File: config.mk
export PLATFORM = sky130hd
export DESIGN_NAME = ddr_wr_arbiter
export DESIGN_NICKNAME = d
export VERILOG_FILES = /design/src/rtl/ddr_wr_arbiter.sv
export SDC_FILE = /design/constraint.sdc
export NUM_CORES = 1
export LEC_CHECK = 0
export ABC_AREA = 1
export CORE_AREA = 2 2 255 257
export DETAILED_ROUTE_END_ITERATION = 10
export DIE_AREA = 0 0 257 259
export PLACE_DENSITY = 0.48
export SYNTH_ARGS = -nofsm -noshare
export SYNTH_HDL_FRONTEND = slang
export SYNTH_SLANG_ARGS = --single-unit
File: constraint.sdc
create_clock -name aclk -period 5 [get_ports aclk]
set_clock_uncertainty 0.15 [all_clocks]
set_input_delay 1 -clock aclk [delete_from_list [all_inputs] [get_ports aclk]]
set_output_delay 1 -clock aclk [all_outputs]
set_load 0.1 [all_outputs]
File: src/rtl/ddr_wr_arbiter.sv
// Two-port AXI4 write arbiter: one whole AW/W/B transaction owns the DDR master port at a time,
// round-robin between ports, with per-port completed-grant counters and sticky burst-length error flags.
module ddr_wr_arbiter #(
  parameter int ADDR_W = 48,
  parameter int DATA_W = 128
) (
  input  logic              aclk,
  input  logic              areset,

  input  logic [ADDR_W-1:0] s0_axi_awaddr,
  input  logic [7:0]        s0_axi_awlen,
  input  logic              s0_axi_awvalid,
  output logic              s0_axi_awready,
  input  logic [DATA_W-1:0] s0_axi_wdata,
  input  logic              s0_axi_wlast,
  input  logic              s0_axi_wvalid,
  output logic              s0_axi_wready,
  output logic [1:0]        s0_axi_bresp,
  output logic              s0_axi_bvalid,
  input  logic              s0_axi_bready,

  input  logic [ADDR_W-1:0] s1_axi_awaddr,
  input  logic [7:0]        s1_axi_awlen,
  input  logic              s1_axi_awvalid,
  output logic              s1_axi_awready,
  input  logic [DATA_W-1:0] s1_axi_wdata,
  input  logic              s1_axi_wlast,
  input  logic              s1_axi_wvalid,
  output logic              s1_axi_wready,
  output logic [1:0]        s1_axi_bresp,
  output logic              s1_axi_bvalid,
  input  logic              s1_axi_bready,

  output logic [ADDR_W-1:0] m_axi_awaddr,
  output logic [7:0]        m_axi_awlen,
  output logic              m_axi_awvalid,
  input  logic              m_axi_awready,
  output logic [DATA_W-1:0] m_axi_wdata,
  output logic              m_axi_wlast,
  output logic              m_axi_wvalid,
  input  logic              m_axi_wready,
  input  logic [1:0]        m_axi_bresp,
  input  logic              m_axi_bvalid,
  output logic              m_axi_bready,

  output logic [1:0]        grant,
  output logic [1:0]        arb_state,
  output logic [31:0]       grant_count0,
  output logic [31:0]       grant_count1,
  output logic              len_err0,
  output logic              len_err1,
  input  logic              err_clear
);

  typedef enum logic [1:0] {ST_IDLE = 2'd0, ST_AW = 2'd1, ST_W = 2'd2, ST_B = 2'd3} state_e;

  state_e      state_q, state_d;
  logic [1:0]  grant_q, grant_d;
  logic        rr_ptr_q, rr_ptr_d;
  logic [7:0]  len_q, len_d;
  logic [8:0]  beat_cnt_q, beat_cnt_d;
  logic [31:0] cnt0_q, cnt0_d, cnt1_q, cnt1_d;
  logic        err0_q, err0_d, err1_q, err1_d;
  logic        len_bad;
  logic        aw_hs, w_hs, b_hs;

  assign aw_hs = (state_q == ST_AW) & m_axi_awvalid & m_axi_awready;
  assign w_hs  = (state_q == ST_W)  & m_axi_wvalid  & m_axi_wready;
  assign b_hs  = (state_q == ST_B)  & m_axi_bvalid  & m_axi_bready;

  always_ff @(posedge aclk) begin
    if (areset) begin
      state_q    <= ST_IDLE;
      grant_q    <= 2'b00;
      rr_ptr_q   <= 1'b0;
      len_q      <= 8'd0;
      beat_cnt_q <= 9'd0;
      cnt0_q     <= 32'd0;
      cnt1_q     <= 32'd0;
      err0_q     <= 1'b0;
      err1_q     <= 1'b0;
    end else begin
      state_q    <= state_d;
      grant_q    <= grant_d;
      rr_ptr_q   <= rr_ptr_d;
      len_q      <= len_d;
      beat_cnt_q <= beat_cnt_d;
      cnt0_q     <= cnt0_d;
      cnt1_q     <= cnt1_d;
      err0_q     <= err0_d;
      err1_q     <= err1_d;
    end
  end

  always_comb begin
    state_d    = state_q;
    grant_d    = grant_q;
    rr_ptr_d   = rr_ptr_q;
    len_d      = len_q;
    beat_cnt_d = beat_cnt_q;
    cnt0_d     = cnt0_q;
    cnt1_d     = cnt1_q;
    len_bad    = 1'b0;
    case (state_q)
      ST_IDLE: begin
        if (s0_axi_awvalid | s1_axi_awvalid) begin
          if (s0_axi_awvalid & s1_axi_awvalid) grant_d = rr_ptr_q ? 2'b10 : 2'b01;
          else                                 grant_d = s1_axi_awvalid ? 2'b10 : 2'b01;
          state_d = ST_AW;
        end
      end
      ST_AW: begin
        if (aw_hs) begin
          len_d      = m_axi_awlen;
          beat_cnt_d = 9'd0;
          state_d    = ST_W;
        end
      end
      ST_W: begin
        if (w_hs) begin
          beat_cnt_d = beat_cnt_q + 9'd1;
          // beat_cnt_q counts beats already accepted, so the final beat arrives with it equal to awlen
          if (m_axi_wlast) begin
            len_bad = (beat_cnt_q != {1'b0, len_q});
            state_d = ST_B;
          end else begin
            len_bad = (beat_cnt_q == {1'b0, len_q});
          end
        end
      end
      ST_B: begin
        if (b_hs) begin
          if (grant_q[1]) cnt1_d = cnt1_q + 32'd1;
          else            cnt0_d = cnt0_q + 32'd1;
          rr_ptr_d = grant_q[0];
          grant_d  = 2'b00;
          state_d  = ST_IDLE;
        end
      end
      default: state_d = ST_IDLE;
    endcase
    // A same-cycle error set wins over err_clear
    err0_d = (len_bad & grant_q[0]) | (err0_q & ~err_clear);
    err1_d = (len_bad & grant_q[1]) | (err1_q & ~err_clear);
  end

  always_comb begin
    m_axi_awaddr   = '0;
    m_axi_awlen    = '0;
    m_axi_wdata    = '0;
    m_axi_awvalid  = 1'b0;
    m_axi_wvalid   = 1'b0;
    m_axi_wlast    = 1'b0;
    m_axi_bready   = 1'b0;
    s0_axi_awready = 1'b0;
    s1_axi_awready = 1'b0;
    s0_axi_wready  = 1'b0;
    s1_axi_wready  = 1'b0;
    s0_axi_bvalid  = 1'b0;
    s1_axi_bvalid  = 1'b0;
    s0_axi_bresp   = 2'b00;
    s1_axi_bresp   = 2'b00;
    if (grant_q[0]) begin
      m_axi_awaddr = s0_axi_awaddr;
      m_axi_awlen  = s0_axi_awlen;
      m_axi_wdata  = s0_axi_wdata;
    end else if (grant_q[1]) begin
      m_axi_awaddr = s1_axi_awaddr;
      m_axi_awlen  = s1_axi_awlen;
      m_axi_wdata  = s1_axi_wdata;
    end
    case (state_q)
      ST_AW: begin
        m_axi_awvalid  = (grant_q[0] & s0_axi_awvalid) | (grant_q[1] & s1_axi_awvalid);
        s0_axi_awready = m_axi_awready & grant_q[0];
        s1_axi_awready = m_axi_awready & grant_q[1];
      end
      ST_W: begin
        m_axi_wvalid  = (grant_q[0] & s0_axi_wvalid) | (grant_q[1] & s1_axi_wvalid);
        m_axi_wlast   = (grant_q[0] & s0_axi_wlast)  | (grant_q[1] & s1_axi_wlast);
        s0_axi_wready = m_axi_wready & grant_q[0];
        s1_axi_wready = m_axi_wready & grant_q[1];
      end
      ST_B: begin
        m_axi_bready  = (grant_q[0] & s0_axi_bready) | (grant_q[1] & s1_axi_bready);
        s0_axi_bvalid = m_axi_bvalid & grant_q[0];
        s1_axi_bvalid = m_axi_bvalid & grant_q[1];
        s0_axi_bresp  = grant_q[0] ? m_axi_bresp : 2'b00;
        s1_axi_bresp  = grant_q[1] ? m_axi_bresp : 2'b00;
      end
      default: ;
    endcase
  end

  assign grant        = grant_q;
  assign arb_state    = state_q;
  assign grant_count0 = cnt0_q;
  assign grant_count1 = cnt1_q;
  assign len_err0     = err0_q;
  assign len_err1     = err1_q;

endmodule

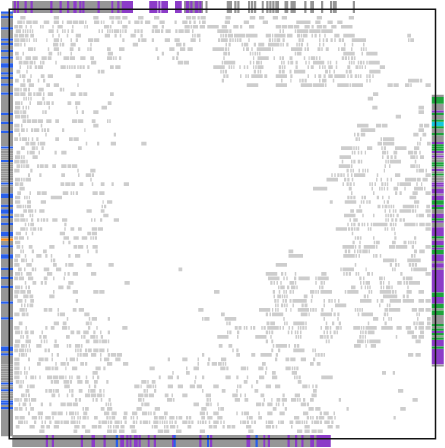
(images/pinout.png)
Pins as bars across the die edge, other pins in gray.
legend:
  orange:
    port: err_clear
    pins: 1
    direction: input
    edge: left
  blue:
    port: m_axi_awaddr
    pins: 48
    direction: output
    edge: 44 left, 4 bottom
  green:
    port: grant_count0
    pins: 32
    direction: output
    edge: right
  cyan:
    port: s1_axi_bresp
    pins: 2
    direction: output
    edge: right
  purple:
    port: s1_axi_wdata
    pins: 128
    direction: input
    edge: 51 right, 41 top, 36 bottom

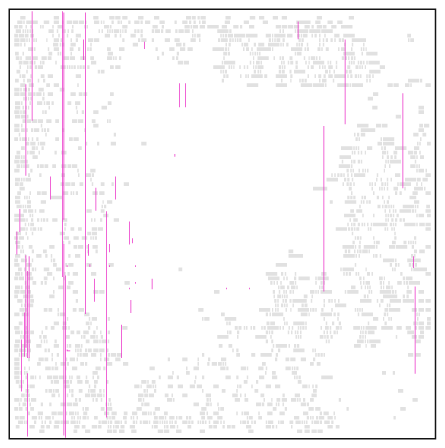
(images/m4.png)
main direction: vertical
wire length on this layer: 1,670 um
longest straight run: 182 um
share of all routed wire: 2.5%
nets with wire on the layer: 40

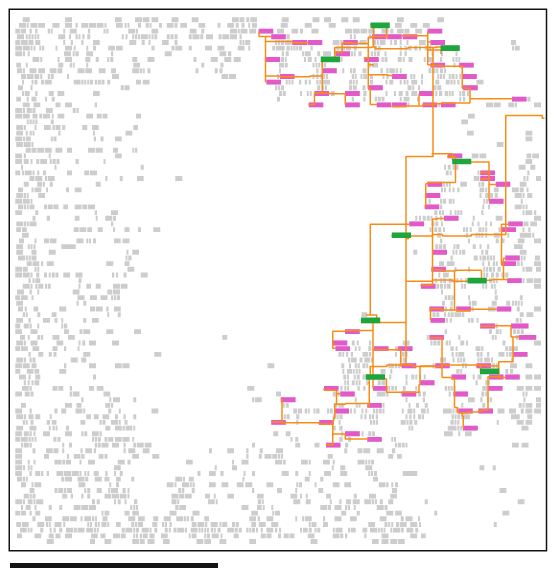
(images/clock_wires.png)
Bar = 100 um.
legend:
  orange:
    item: clock wires
    length: 1,640 um
  green:
    item: clock-net drivers
    count: 9
  magenta:
    item: flip-flops
    count: 88
routed clock nets: 10

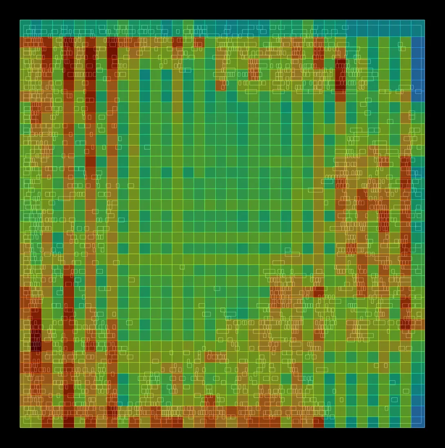
(images/congestion_map.png)
GRT met2 Usage: 29.13%
GR peak layer: met2
fraction of met1 tracks used by global routing: 22.60%
final core utilization: 22.77%

==> through the flow <==
stage          util [%]  setup WS [ns]  cell area, um2  power, mW  hold slack, ns
2_1_floorplan         -         0.1188            7321      6.170          0.2878
3_3_place_gp      22.25          1.153           14210      8.117          0.3122
3_5_place_dp      22.25          1.169           14210      8.117          0.3160
4_1_cts           22.66          1.094           14480      8.808          0.3296
5_1_grt           22.72          1.040           14520      9.053          0.3602
6_report          22.77          1.180           14540      8.728          0.3296
==> power by group through the flow <==
stage                     Combinational, mW  Clock, mW  Sequential [mW]
after floorplan                        5.31          0            0.859
after global placement                 7.24          0            0.874
after CTS                              7.26      0.689            0.860
final                                  7.22      0.654            0.852
after detailed placement               7.24          0            0.877
after global routing                   7.47      0.713            0.865
==> flow_results.org <==
* Implementation run

** Layout
- The number of multi-input combinational cells in the layout is 1,087.
- Filler Cell Count :: 7,272
- ClkCell Share :: 1.832%
- Non-clock buffer total of the final layout :: 661
- Looking at the area split, the leading class of cells is buffers.
- For this run, the post-layout net count is 2,345.
- Compared with the post-synthesis result, the final layout area differs by 98.67%.
- The layout report lists the combined flip-flop and latch area as 1769 um2.
- The final layout contains a sequential cell count of 88.
- For this run, the script counts the antenna cells in the layout as 26.
- The most common logic cell in the final layout is sky130_fd_sc_hd__nand2_1.
- Flip-flop and latch share of the layout cell area :: 12.16%

** Synth
- For this run, the number of Yosys warnings is 0.
- Syn Area/Cell :: 5.391 um2
- Cell taking the most area after synthesis :: sky130_fd_sc_hd__nand2_1
- Share of flip-flops with an asynchronous set or reset after synthesis :: 0%
- Ranking of synthesized cells by instance count :: sky130_fd_sc_hd__nand2_1, sky130_fd_sc_hd__nand3_1, sky130_fd_sc_hd__nor2_1
- Per the synthesis report, the number of distinct cell types is 34.
- For reference, the mux area share after synthesis is 0%.
- Post-synth design cell area :: 7321 um2
- The cell count after synthesis came out at 1,358.
- Of the combinational cells, the family taking the most area is simple AND/OR/NAND/NOR gates.
- Complex Gates by Area :: 7.691%
- Synth Area in Simple Gates :: 54.98%
- Main flop type :: sky130_fd_sc_hd__dfxtp_1
- Sorting the synthesized cells by area gives the leading types as sky130_fd_sc_hd__nand2_1, sky130_fd_sc_hd__dfxtp_1, sky130_fd_sc_hd__nand3_1.
- The number of nets handed over by synthesis was 1,750.

** Routing
- WL met2 :: 28.97 mm
- Per the detail_route report, vias per standard cell equal 4.057.
- Across all layers, the routed design uses 11,518 vias.
- Met3 WL :: 7.549 mm
- Nets still carrying antenna violations after routing amount to 0.

** Pwr
- In the power breakdown, the internal column shows 2.429 mW.
- Clock share of power :: 7.5%
- Per the breakdown, switching nets consume 72.17% of all power.
- The script extracted a total leakage power of 6.243 nW.

** Placed design
- Counting tap cells, the placed design contains a total of 2,797 instances.
- Weighted congestion reported at the end of routability-driven placement :: 0.9750
- Number of buffers inserted by port buffering :: 651
- Half-perimeter wire length after detailed placement :: 57.18 mm

** Worst setup path
- Critical path endpoint :: m_axi_awvalid
- Number of buffers and inverters on the critical path :: 4
- The worst register-to-register path depth is 9.
- Worst R2R Setup Slack :: 1.97 ns
- Cell occurring most often along the worst timing path :: sky130_fd_sc_hd__inv_1
- Critical register-to-register path endpoint :: beat_cnt_q[4]$_SDFFE_PP0P_
- CP top delay family :: buffers and inverters
- For the worst reg-to-reg path, the startpoint reported by OpenROAD is grant[1]$_SDFFE_PP0P_.
- STA classifies the critical path startpoint as a primary input.
- Critical Path End Type :: primary output
- According to the timing report, the critical path is launched from s1_axi_awvalid.
- Cells along the critical path :: clkdlybuf4s50_1 > inv_1 > o22ai_1 > inv_1 > nor2_1 > buf_4
- All stages included, the depth of the critical timing path comes to 6.
- CP max stage delay :: 0.51 ns

** Timing
- Worst-margin pin slew :: 1.143 ns
- Tcrit/Tclk final :: 76.39%
- The final timing report lists a max-slew violation count of 0.
- Final-layout setup total negative slack :: 0 ns
- The slew check shows that the tightest pin keeps a relative margin of 23.53%.
- Endpoints failing setup :: 0

** CTS
- CTS added clock buffers totalling 9.
- The clock reaches the later pin of the worst-skew pair after 0.37 ns.
- Setup Buffers After CTS :: 0
- TritonCTS built the clock tree.
- Clock root cell :: sky130_fd_sc_hd__clkbuf_16
- The report puts the hold buffer count at CTS at 0.

** Status
- Result of the run :: complete, no violations

** Worst hold path
- The endpoint of the worst hold path is reported as len_q[6]$_SDFFE_PP0P_.
- Hold path cells :: 2

** Global routing
- Grt total ovfl :: 0
- Maximum number of pins on one net before global-route repair :: 182
- For met3 alone, demand over resource in global routing was 9.930%.
- Via count of the first global-routing pass :: 11,183
- Wire length of the first global-routing pass :: 87.42 mm
- The initial antenna violation count came to 80.

** Floorplan
- During tapcell insertion the tool placed 855 well taps.
- Measured along the x axis, the die boundary spans 257 um.
- Core Footprint :: 63,880 um2
- Total Die Area :: 66,560 um2

** Job
- The run reported a max-capacitance violation count of 0.
No activity file was given, so power comes from the tool's default toggle rates.
